<file path="src/rtl/fifo_wr_arbiter.sv">
// Packet-aware round-robin arbiter that shares one synchronous FIFO write port between NREQ streams.
// A grant is held until the packet's last beat or MAX_BURST beats, then one IDLE cycle re-arbitrates.
module fifo_wr_arbiter #(
    parameter int NREQ      = 4,
    parameter int DWIDTH    = 16,
    parameter int MAX_BURST = 8
) (
    input  logic                     clk,
    input  logic                     rst,
    input  logic [NREQ-1:0]          req_valid,
    input  logic [NREQ*DWIDTH-1:0]   req_data,
    input  logic [NREQ-1:0]          req_last,
    output logic [NREQ-1:0]          req_ready,
    input  logic                     fifo_full,
    output logic                     fifo_wr_en,
    output logic [DWIDTH-1:0]        fifo_din,
    output logic [$clog2(NREQ)-1:0]  grant_id,
    output logic                     busy
);

    localparam int GW = $clog2(NREQ);
    localparam int CW = $clog2(MAX_BURST + 1);

    typedef enum logic {
        IDLE,
        BURST
    } state_t;

    state_t            state;
    logic [GW-1:0]     last_grant;
    logic [CW-1:0]     beat_cnt;
    logic [GW-1:0]     pick;
    logic              pick_found;
    logic              xfer;
    logic              burst_end;
    logic [DWIDTH-1:0] lane [NREQ];

    always_comb begin
        for (int i = 0; i < NREQ; i++) begin
            lane[i] = req_data[i*DWIDTH +: DWIDTH];
        end
    end

    // Rotating priority: the requester just after the previous grantee is searched first.
    always_comb begin
        int idx;
        idx        = 0;
        pick       = '0;
        pick_found = 1'b0;
        for (int k = 1; k <= NREQ; k++) begin
            idx = (int'(last_grant) + k) % NREQ;
            if (!pick_found && req_valid[GW'(idx)]) begin
                pick_found = 1'b1;
                pick       = GW'(idx);
            end
        end
    end

    // The FIFO full flag gates ready in the same cycle, so a write never lands on a full FIFO.
    always_comb begin
        req_ready  = '0;
        fifo_wr_en = 1'b0;
        fifo_din   = '0;
        xfer       = 1'b0;
        if (state == BURST) begin
            req_ready[grant_id] = !fifo_full;
            xfer                = req_valid[grant_id] && !fifo_full;
        end
        if (xfer) begin
            fifo_wr_en = 1'b1;
            fifo_din   = lane[grant_id];
        end
    end

    assign burst_end = req_last[grant_id] || (beat_cnt == CW'(MAX_BURST - 1));

    always_ff @(posedge clk or posedge rst) begin
        if (rst) begin
            state      <= IDLE;
            last_grant <= GW'(NREQ - 1);
            beat_cnt   <= '0;
            grant_id   <= '0;
            busy       <= 1'b0;
        end else begin
            case (state)
                IDLE: begin
                    if (pick_found) begin
                        grant_id <= pick;
                        beat_cnt <= '0;
                        state    <= BURST;
                        busy     <= 1'b1;
                    end
                end
                BURST: begin
                    if (xfer) begin
                        beat_cnt <= beat_cnt + 1'b1;
                        if (burst_end) begin
                            last_grant <= grant_id;
                            state      <= IDLE;
                            busy       <= 1'b0;
                        end
                    end
                end
                default: state <= IDLE;
            endcase
        end
    end

endmodule

</file>
<file path="config.mk">
export PLATFORM = sky130hd
export DESIGN_NAME = fifo_wr_arbiter
export DESIGN_NICKNAME = d
export VERILOG_FILES = /design/src/rtl/fifo_wr_arbiter.sv
export SDC_FILE = /design/constraint.sdc
export NUM_CORES = 1
export LEC_CHECK = 0
export ABC_CLOCK_PERIOD_IN_PS = 2800
export CORE_MARGIN = 2
export CORE_UTILIZATION = 31
export DETAILED_ROUTE_END_ITERATION = 12
export GPL_TIMING_DRIVEN = 0
export PLACE_DENSITY = 0.91
export SETUP_SLACK_MARGIN = 0.3
export SYNTH_ARGS = -nofsm -noshare
export SYNTH_HDL_FRONTEND = slang
export SYNTH_SLANG_ARGS = --single-unit
</file>
<file path="constraint.sdc">
create_clock -name clk -period 2.8 [get_ports clk]
set_input_delay 0.7 -clock clk [delete_from_list [all_inputs] [get_ports clk]]
set_output_delay 0.7 -clock clk [all_outputs]
set_load 0.01 [all_outputs]
</file>
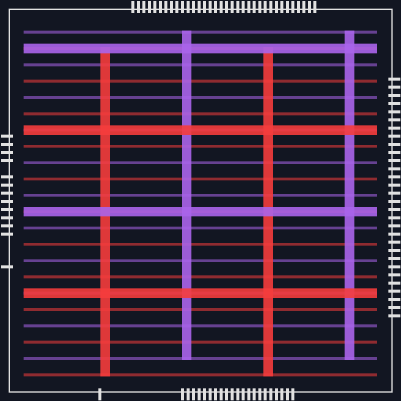
(run_1/power_grid.png)
Drawn at 6 px/um. Pins as bars on the die edge.
[VDD] purple
[VSS] red
rows: 21
met1 rails: 22
met5 straps: 4
met4 straps: 4
signal pins: 99

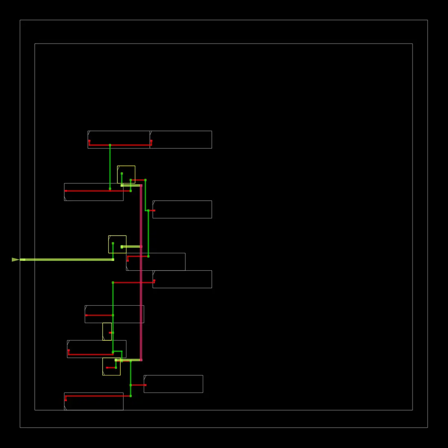
(run_1/clocks.png)
Worst-Skew Late Latency: 0.28 ns
clock skew: 0.00629 ns
Power Clock: 114 uW

==> out/metrics.yaml, run 1 <==
drt:
  dr.pass1.iters: 4
  wl_mm: 3.89
  dr.first_iter.drc_count: 25
  wl_per_cell_um: 15.4
  drc: 0
  m1WireLength_mm: 1.54
  met2_length_mm: 2.03
  routed.top_layer: "met4"
  dr_total_vias: 1241
sta:
  drv_slew: 0
  tns_ns: 0
  hold_violations: 0
  finalSetupViolations: 0
  worst_pin_slew_ns: 0.403
  maxSlewHeadroom: 0.730
  period_used_share: 0.919
  timing.hold.ws_ns: 0.492
floorplan:
  core_util_floorplan: 0.327
  io_pins: 99
  core_mm2: 0.00336
cells_and_area:
  nets: 283
  antenna-diode-count: 0
  most-common-layout-cells: "62 x clkdlybuf4s50_1, 17 x mux4_2, 15 x buf_2"
  largest_reg_flops: 4
  largest-register: "beat_cnt"
  lay_top_count: "clkdlybuf4s50_1"
  syn_to_final_growth_pct: 102
  drive_above_1_share: 0.306
  fill_cells: 295
outcome:
  status: "finished, final reports clean"
grt:
  grt_overflow: 0
  globalRouteMet3Util: 0.0393
  grt_pass1_vias: 1286
  antenna_found_initial: 0
  busiest_layer: "met2"
  use_met1: 0.232
  grt_pass1_wl_mm: 6.18
job:
  warning_count: 28
  cap_violations: 0
power_and_ir_drop:
  p_sw_uw: 585
  combPwrFrac: 0.757
  max-vdd-ir-drop_uv: 511
  p_total_uw: 1570
  sw_frac_of_total: 0.374
  powerComb_uw: 1190
  pwr-share-seq: 0.170
  p_int_uw: 981
critical_path:
  max_stage_delay_ns: 0.38
  cpMaxStageDelayCell: "or3b_4"
  end_kind: "primary output"
  path_cells: "buf_6 -> or3b_4 -> o22a_4 -> clkbuf_16 -> and2b_1 -> buf_2"
  arrival_ns: 1.87
  cp_num_buf_inv: 3
  crit_type: "in2out"
cts:
  clock_path_buffers: 2
  htreeDepth: 1
  cts_root_buffer: "clkbuf_4"
  cts_sinks: 10
  hold_buffers: 0
  cts_tree: "yes"
  clk_pin_slew_ns: 0.07
  cts_made_buffers: 3
place:
  port_buffers: 98
  place_area_mm2: 0.00214
  gp_congestion: 0.786
  dp_hpwl_mm: 3.11
  post-place-cells: 244
yosys:
  top_cell_area_share: 0.349
  synthAoiAreaFrac: 0.0957
  async_reset_ff_frac: 1.00
  yosys-top-cells-count: "17 x mux4_2, 16 x nor2b_1, 13 x nor2_1"
  syn_nets: 176
  ff_type: "dfrtp_1"
  adder_share: 0.0114
  synth_stat.cells: 100
  synth_area_mm2: 0.00110
  synth.avg_cell_area_um2: 11.0
  ys_types: 32
  simple_gate_area_frac: 0.190
  mux_share: 0.400
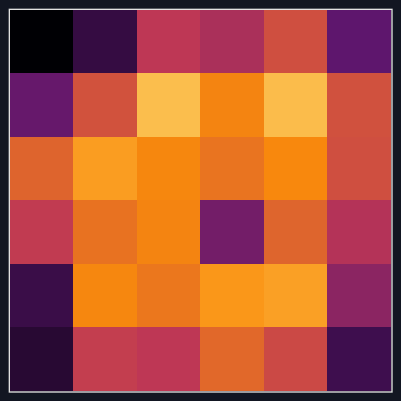
(run_1/cell_density.png)
Drawn at 6 px/um. The die is cut into 6 by 6 equal tiles; black is low, pale yellow is high, 0 to 100% covered.
emptiest ninth of the die: top left
tiles over 75% full: 14%
mean over tiles: 54%
nearly empty tiles: 2.8%
fullest tile: 86%

## run 1: path summary, 6_finish.rpt
check                       startpoint       endpoint  slack (ns)  cells past startpoint
hold reg to reg            beat_cnt[3]    beat_cnt[3]        0.49                      1
min in group asynchronous          rst    beat_cnt[2]        0.69                      2
setup / recovery             fifo_full    fifo_din[6]        0.23                      6
hold / removal             beat_cnt[3]    beat_cnt[3]        0.49                      1
max in group asynchronous          rst  last_grant[0]        1.78                      2
setup reg to reg           grant_id[1]  last_grant[1]        0.96                      5
## run 1: area by class of cell
cell class / count / area share
Multi-Input combinational cell: 76 / 0.363
Clock buffer: 4 / 0.0118
Buffer: 7 / 0.0372
Tap cell: 46 / 0.0259
Sequential cell: 10 / 0.114
Inverter: 7 / 0.0118
Timing Repair Buffer: 102 / 0.436
==> run 2: changes to the inputs <==
- ABC_CLOCK_PERIOD_IN_PS: 2800 -> 2900
- clock period: 2.8 -> 2.9 ns (I/O delays scaled with it)
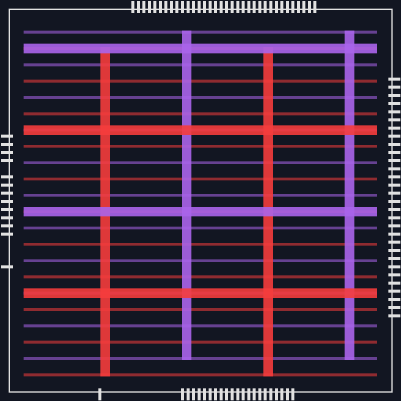
(run_2/power_grid.png)
Drawn at 6 px/um. Pins as bars on the die edge.
[VDD] purple
[VSS] red
signal pins: 99
met4 straps: 4

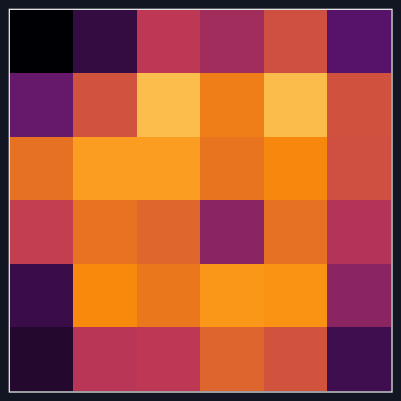
(run_2/cell_density.png)
Drawn at 6 px/um. The die is cut into 6 by 6 equal tiles; black is low, pale yellow is high, 0 to 100% covered.
mean over tiles: 54%
nearly empty tiles: 2.8%
tiles over 75% full: 17%
emptiest ninth of the die: top left
fullest tile: 86%

==> run 2 against run 1 <==
  * Global-route usage unchanged
  * Cell area about the same
  * Routed wire length down 0.26%
  * Synthesized cell count unchanged
  * Clock power down 4%
  * Final cell count unchanged
  * Sequential power down 3%
  * Clock skew down 0.00076 ns
  * Clock-buffer cell count unchanged
  * Critical path depth unchanged
  * Critical path type unchanged
  * Largest power group unchanged
==> out/metrics.yaml, run 2 <==
cts:
  clock_path_buffers: 2  # unchanged
  hold_buffers: 0  # unchanged
  insertion_delay_ns: 0.28  # about the same
  cts_sinks: 10  # unchanged
  cts_tree: "yes"
  htreeDepth: 1  # unchanged
  clk_pin_slew_ns: 0.07  # about the same
  cts_root_buffer: "clkbuf_4"
  cts_made_buffers: 3  # unchanged
place:
  gp_congestion: 0.786  # unchanged
  dp_hpwl_mm: 3.11  # unchanged
  port_buffers: 98  # unchanged
  dp_slack_ns: -0.701
  place_area_mm2: 0.00214  # unchanged
  post-place-cells: 244  # unchanged
sta:
  finalSetupViolations: 0  # unchanged
  timing.hold.ws_ns: 0.488  # -0.00361 ns
  tns_ns: 0  # unchanged
  worst_pin_slew_ns: 0.398  # -0.00543 ns
  drv_slew: 0  # unchanged
  maxSlewHeadroom: 0.734  # +0.00363
  fin_ws_ns: 0.277
  hold_violations: 0  # unchanged
  fmax_mhz: 381
  clock-skew-final_ns: 0.00553  # -0.000761 ns
  period_used_share: 0.904
power_and_ir_drop:
  max-vdd-ir-drop_uv: 456  # -11%
  p_int_uw: 944  # -3.7%
  p_per_area_mw_per_mm2: 679
  sw_frac_of_total: 0.374  # about the same
  pwr-share-seq: 0.171  # about the same
  p_sw_uw: 564  # -3.7%
  combPwrFrac: 0.756  # about the same
  p_total_uw: 1510  # -3.7%
  powerComb_uw: 1140  # -4%
  power_leader: "combinational cells"
  clock_power_uw: 110  # -4%
  leakage_uw: 0.00102
critical_path:
  end_kind: "primary output"
  cpMaxStageDelayCell: "or3b_4"
  r2r-end: "last_grant[1]"
  crit_cells: 6  # unchanged
  reg2reg_slack_ns: 1.06  # +0.10 ns
  reg2reg_depth: 5  # unchanged
  cp_num_buf_inv: 3  # unchanged
  crit_end: "fifo_din[6]"
  required_ns: 2.17
  path_cells: "buf_6 -> or3b_4 -> o22a_4 -> clkbuf_16 -> and2b_1 -> buf_2"
  worstSetupStartpoint: "fifo_full"
  crit_type: "in2out"
  max_stage_delay_ns: 0.38  # about the same
  arrival_ns: 1.90  # +0.03 ns
  cp_top_family: "simple AND/OR/NAND/NOR gates"
  reg2reg_from: "grant_id[1]"
cells_and_area:
  largest_reg_flops: 4  # unchanged
  most-common-layout-cells: "65 x clkdlybuf4s50_1, 17 x mux4_2, 14 x buf_2"
  drive_above_1_share: 0.306  # unchanged
  syn_to_final_growth_pct: 102  # about the same
  antenna-diode-count: 0  # unchanged
  finalInstanceArea_mm2: 0.00222
  lay_top_count: "clkdlybuf4s50_1"
  nets: 283  # unchanged
  reg.largest.list: "beat_cnt (4), grant_id (2), last_grant (2)"
  largest-register: "beat_cnt"
grt:
  grt_pass1_vias: 1286  # unchanged
  use_met1: 0.232  # unchanged
  antenna_found_initial: 0  # unchanged
  busiest_layer: "met2"
  met2_usage: 0.349
  globalRouteMet3Util: 0.0393  # unchanged
  grt_overflow: 0  # unchanged
  grt_pass1_wl_mm: 6.18  # unchanged
drt:
  met2_length_mm: 2.04  # +0.84%
  drc: 0  # unchanged
  dr.first_iter.drc_count: 27  # +8.0%
  met3_length_um: 266
  routed.top_layer: "met4"
  m1WireLength_mm: 1.54  # -0.13%
  wl_mm: 3.88  # -0.26%
  ant_nets: 0
  dr_total_vias: 1242  # +0.081%
  wl_per_cell_um: 15.4  # -0.26%
  dr.pass1.iters: 4  # unchanged
yosys:
  async_reset_ff_frac: 1.00  # unchanged
  synth.avg_cell_area_um2: 11.0  # unchanged
  synth.largest_area_cell: "mux4_2"
  synth_stat.cells: 100  # unchanged
  synth_area_mm2: 0.00110  # unchanged
  ff_type: "dfrtp_1"
  synth-edff-count: 0
  yosys-top-cells-count: "17 x mux4_2, 16 x nor2b_1, 13 x nor2_1"
  ys_ff: 10
  syn_nets: 176  # unchanged
  mux_share: 0.400  # unchanged
  xor_area_frac: 0.00797
  adder_share: 0.0114  # unchanged
  top_cell_area_share: 0.349  # unchanged
  simple_gate_area_frac: 0.190  # unchanged
  ys_types: 32  # unchanged
  synthAoiAreaFrac: 0.0957  # unchanged
outcome:
  status: "finished, final reports clean"
floorplan:
  die.size.y_um: 63.5
  core_mm2: 0.00336  # unchanged
  io_pins: 99  # unchanged
  core_util_floorplan: 0.327  # unchanged
hold_path:
  min-delay-start: "beat_cnt[3]"
  hp-class: "reg2reg"
  hold_depth: 1  # unchanged
  holdPathEnd: "beat_cnt[3]"
job:
  warning_count: 28  # unchanged
  cap_violations: 0  # unchanged
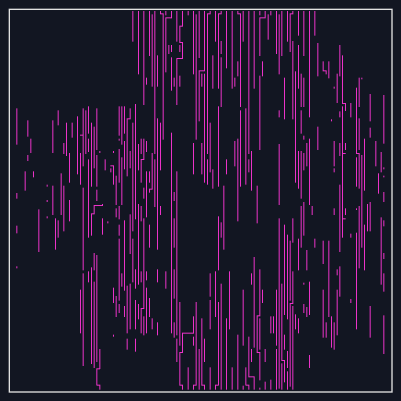
(run_2/layer_met2.png)
Drawn at 6 px/um.
main direction: vertical
share of all routed wire: 53%

[run 2: cell counts after synthesis]
No cell type changed its count.
[run 2: logic make-up (layout without fill, tap and decap cells)]
family / after synthesis / in the layout
adder cells (fa/ha/maj): 1 / 1
buffers and inverters: 14 / 120
AND-OR/OR-AND: 14 / 14
multiplexers: 22 / 22
XOR/XNOR: 1 / 1
flip-flops: 10 / 10
AND/OR/NAND/NOR: 38 / 38
[run 2: cell type report]
class                   count  area [um^2]
flip-flops and latches     10          253
inverters                   7         26.3
fillers                   298         1140
multi-input cells          76          807
plain buffers               7         77.6
repair buffers            102          973
clock buffers               4         26.3
well taps                  46         57.6
[run 2: repair_timing]
action / in CTS / in global routing
pin swaps: 2 / 2
cloned: 1 / 0
endpoints found under the setup margin: 21 / 18
buffers inserted: 3 / 0
resized: 85 / 25
==> run 3: changes to the inputs <==
- ABC_CLOCK_PERIOD_IN_PS: 2900 -> 3300
- CORE_UTILIZATION: 31 -> 34
- PLACE_DENSITY: 0.91 -> 0.95
- clock period: 2.9 -> 3.3 ns (I/O delays scaled with it)
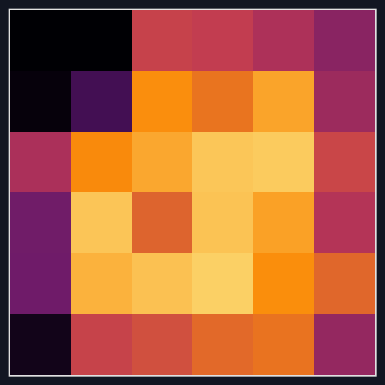
(run_3/cell_density.png)
Drawn at 6 px/um. The die is cut into 6 by 6 equal tiles; black is low, pale yellow is high, 0 to 100% covered.
mean over tiles: 56%
emptiest ninth of the die: top left
nearly empty tiles: 8.3%
tiles over 75% full: 33%
fullest tile: 90%

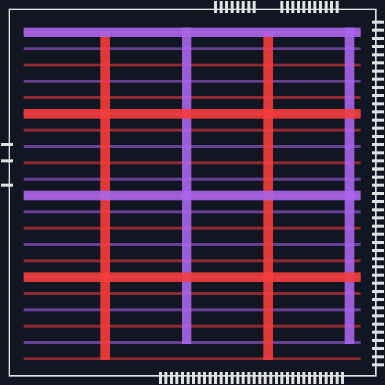
(run_3/power_grid.png)
Drawn at 6 px/um. Pins as bars on the die edge.
[VDD] purple
[VSS] red
rows: 20
met5 straps: 4

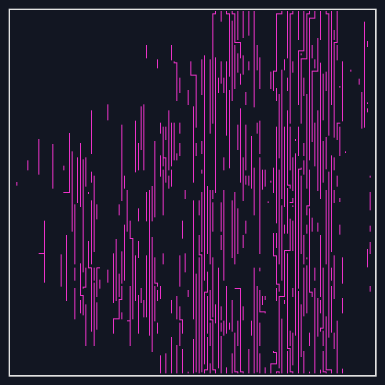
(run_3/layer_met2.png)
Drawn at 6 px/um.
main direction: vertical
longest straight run: 37.4 um
nets with wire on the layer: 254
wire length on this layer: 2180 um

==> run 3 against run 2 <==
  * Final cell count shrank 1.2%
  * Synthesized cell count is the same
  * Worst hold slack gained 0.013 ns
  * Synthesized area is the same
  * Total power shrank 15%
  * Non-clock buffer count shrank 1
  * First-iteration DRC count grew 120%
  * Setup slack gained 0.088 ns
  * Global-route usage grew 5.1 points
  * Largest cell class unchanged
  * Largest power group unchanged
==> out/metrics.yaml, run 3 <==
critical_path:
  r2r-end: "last_grant[1]"
  worstSetupStartpoint: "fifo_full"
  arrival_ns: 2.11  # +0.21 ns
  reg2reg_from: "grant_id[1]"
  cpMaxStageDelayCell: "or3b_4"
  reg2reg_depth: 6  # +1
  crit_type: "in2out"
  end_kind: "primary output"
  start_kind: "input pin"
  max_stage_delay_ns: 0.41  # +0.03 ns
  cp_top_family: "simple AND/OR/NAND/NOR gates"
  critical_path_peak_fanout: 5
  path_cells: "clkdlybuf4s15_1 -> or3b_4 -> o22a_4 -> clkbuf_8 -> and2b_1 -> buf_2"
  crit_end: "fifo_din[6]"
  reg2reg_slack_ns: 1.35  # +0.29 ns
  required_ns: 2.47  # +0.30 ns
  crit_cells: 6  # unchanged
  cp_num_buf_inv: 3  # unchanged
cells_and_area:
  syn_to_final_growth_pct: 93.7
  nets: 282  # -0.35%
  lay_top_count: "clkdlybuf4s50_1"
  most-common-layout-cells: "76 x clkdlybuf4s50_1, 19 x buf_2, 17 x mux4_2"
  buffers: 108  # -0.92%
  comb_share: 0.369  # +0.00523
  antenna-diode-count: 0  # unchanged
  largest-register: "beat_cnt"
  buf_share: 0.457  # -0.0159
  fill_cells: 223  # -25%
  comb_area_um2: 785  # -2.8%
  final.clkbuf_count: 4  # unchanged
  final_cells: 249
  drive_above_1_share: 0.278  # -0.0278
  reg.largest.list: "beat_cnt (4), grant_id (2), last_grant (2)"
  ff_count: 10  # unchanged
  largestClassByArea: "buffers"
  nMultiInputCombCells: 76  # unchanged
  seqCellArea_um2: 253  # unchanged
  clkCellAreaFrac: 0.0170  # +0.00522
  seqAreaFraction: 0.119  # +0.00495
  final_core_util: 0.697
  inv_count: 7  # unchanged
  largest_reg_flops: 4  # unchanged
  finalInstanceArea_mm2: 0.00213  # -4.2%
drt:
  wl_mm: 4.48  # +16%
  ant_nets: 0  # unchanged
  dr.first_iter.drc_count: 59  # +120%
  dr_total_vias: 1273  # +2.5%
  drc: 0  # unchanged
  dr.pass1.iters: 6  # +2
  vias_per_cell: 5.11
  wl_per_cell_um: 18.0  # +17%
grt:
  use_met1: 0.285  # +0.0527
  globalRouteMet3Util: 0.0448  # +0.00549
  busiest_layer: "met2"
  grt_max_degree: 11
  grt_overflow: 0  # unchanged
  grt_pass1_wl_mm: 6.47  # +4.7%
  antenna_found_initial: 0  # unchanged
  grt_use_total: 0.243
  met2_usage: 0.441  # +0.0922
  grt_pass1_vias: 1311  # +1.9%
sta:
  maxSlewHeadroom: 0.733  # -0.00109
  hold_violations: 0  # unchanged
  drv_slew: 0  # unchanged
  timing.hold.ws_ns: 0.501  # +0.0127 ns
  rsz0062_at_grt: "no"
  fmax_mhz: 341
  tns_ns: 0  # unchanged
  clock-skew-final_ns: 0.00516  # -0.000374 ns
  fin_ws_ns: 0.365  # +0.0878 ns
  finalSetupViolations: 0  # unchanged
  layout_min_cycle_time_ns: 2.93
  period_used_share: 0.889
  worst_pin_slew_ns: 0.399  # +0.00164 ns
job:
  cap_violations: 0  # unchanged
  warning_count: 26  # -7.1%
yosys:
  syn_inst: 100
  top_cell_area_share: 0.349  # unchanged
  async_reset_ff_frac: 1.00  # unchanged
  ys_chip_area_mm2: 0.00110
  ys_types: 32  # unchanged
  synth.avg_cell_area_um2: 11.0  # unchanged
  yosys-top-cells-count: "17 x mux4_2, 16 x nor2b_1, 13 x nor2_1"
  ff_type: "dfrtp_1"
  postSynthSeqShare: 0.230
  ys_ff: 10  # unchanged
  synth.most_common_cell: "mux4_2"
  synth.largest_area_cell: "mux4_2"
  topCellsByArea: "mux4_2 35%, dfrtp_1 18%, nor2b_1 9.1%"
  synth_area_mm2: 0.00110  # unchanged
  syn_nets: 176  # unchanged
  synth_stat.cells: 100  # unchanged
  synth_warnings: 0
  synth-edff-count: 0  # unchanged
power_and_ir_drop:
  p_clk_frac: 0.087
  pwr-share-seq: 0.175  # +0.004
  clock_power_uw: 111  # about the same
  sw_frac_of_total: 0.379  # +0.00490
  power_leader: "combinational cells"
  p_sw_uw: 484  # -14%
  leakage_uw: 0.000888  # -13%
  powerComb_uw: 943  # -20%
  p_total_uw: 1280  # -15%
  combPwrFrac: 0.738  # -0.018
  p_seq_uw: 223
  p_int_uw: 793  # -16%
  p_per_area_mw_per_mm2: 600  # -12%
  max-vdd-ir-drop_uv: 432  # -5.2%
hold_path:
  hp-class: "reg2reg"
  min-delay-start: "beat_cnt[3]"
  hold_depth: 1  # unchanged
  holdPathEnd: "beat_cnt[3]"
cts:
  clock_path_buffers: 2  # unchanged
  htreeDepth: 1  # unchanged
  cts_made_buffers: 3  # unchanged
  cts_tree: "yes"
  clk_pin_slew_ns: 0.07  # about the same
  ctsResizeCount: 76  # -11%
  postCtsSetupBuffers: 2  # -1
  cts_root_buffer: "clkbuf_4"
  insertion_delay_ns: 0.27  # about the same
  cts_sinks: 10  # unchanged
  hold_buffers: 0  # unchanged
place:
  gp_congestion: 0.798  # +1.5%
  post-place-cells: 242  # -0.82%
  dp_slack_ns: -0.490  # +0.211 ns
  place_area_mm2: 0.00213  # -0.12%
  dp_hpwl_mm: 3.71  # +19%
  port_buffers: 98  # unchanged
floorplan:
  core_mm2: 0.00305  # -9.2%
  nWellTaps: 44  # -4.3%
  rows: 20
  die_w_um: 60.8
  chip_area_mm2: 0.00370
  die.size.y_um: 60.8  # -4.2%
  core_util_floorplan: 0.360  # +0.0332
  io_pins: 99  # unchanged
outcome:
  status: "finished, final reports clean"
[run 3: cell counts after synthesis]
Identical to the previous run, type by type.
[run 3: cells by family after synthesis]
logic type                 after synthesis  share of synthesized area
DFF                                     10                      0.230
and+or+nand+nor                         38                      0.190
AOI/OAI and AO/OA                       14                     0.0957
adders and majority gates                1                     0.0114
buffers and inverters                   14                     0.0649
muxes                                   22                      0.400
xor gates and xnor gates                 1                    0.00797
[run 3: metal layers]
metal  wire length (um)  share of wire  up-vias
met3                435          0.097       11
li1                   -              -      587
met4                108          0.024        0
met2               2180           0.49       65
met1               1750           0.39      610
met5                  0              0        -
[run 3: worst reg2reg max path, cell delays in order (launching register included)]
cell and delay (ns):
dfrtp_1 0.42, or3b_4 0.40, o22a_4 0.23, buf_4 0.16
buf_4 0.14, nor2_2 0.21, mux2_4 0.32

## Gallery

Sequential cells grouped by signal name.
Drawn at 6 px/um.
Plate I
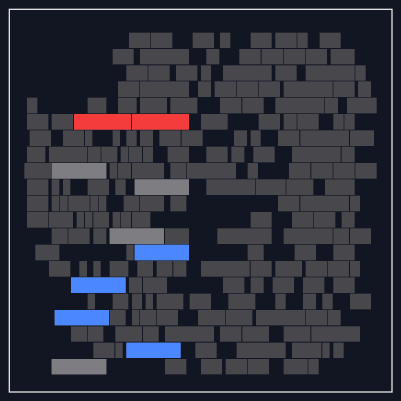
Plate II
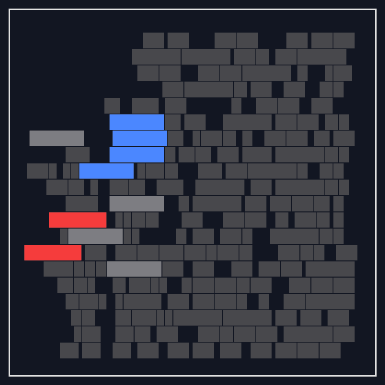
Plate II -> run 3
Plate I -> run 2

Power figures rest on the tool's default switching activity, not on a simulated workload.
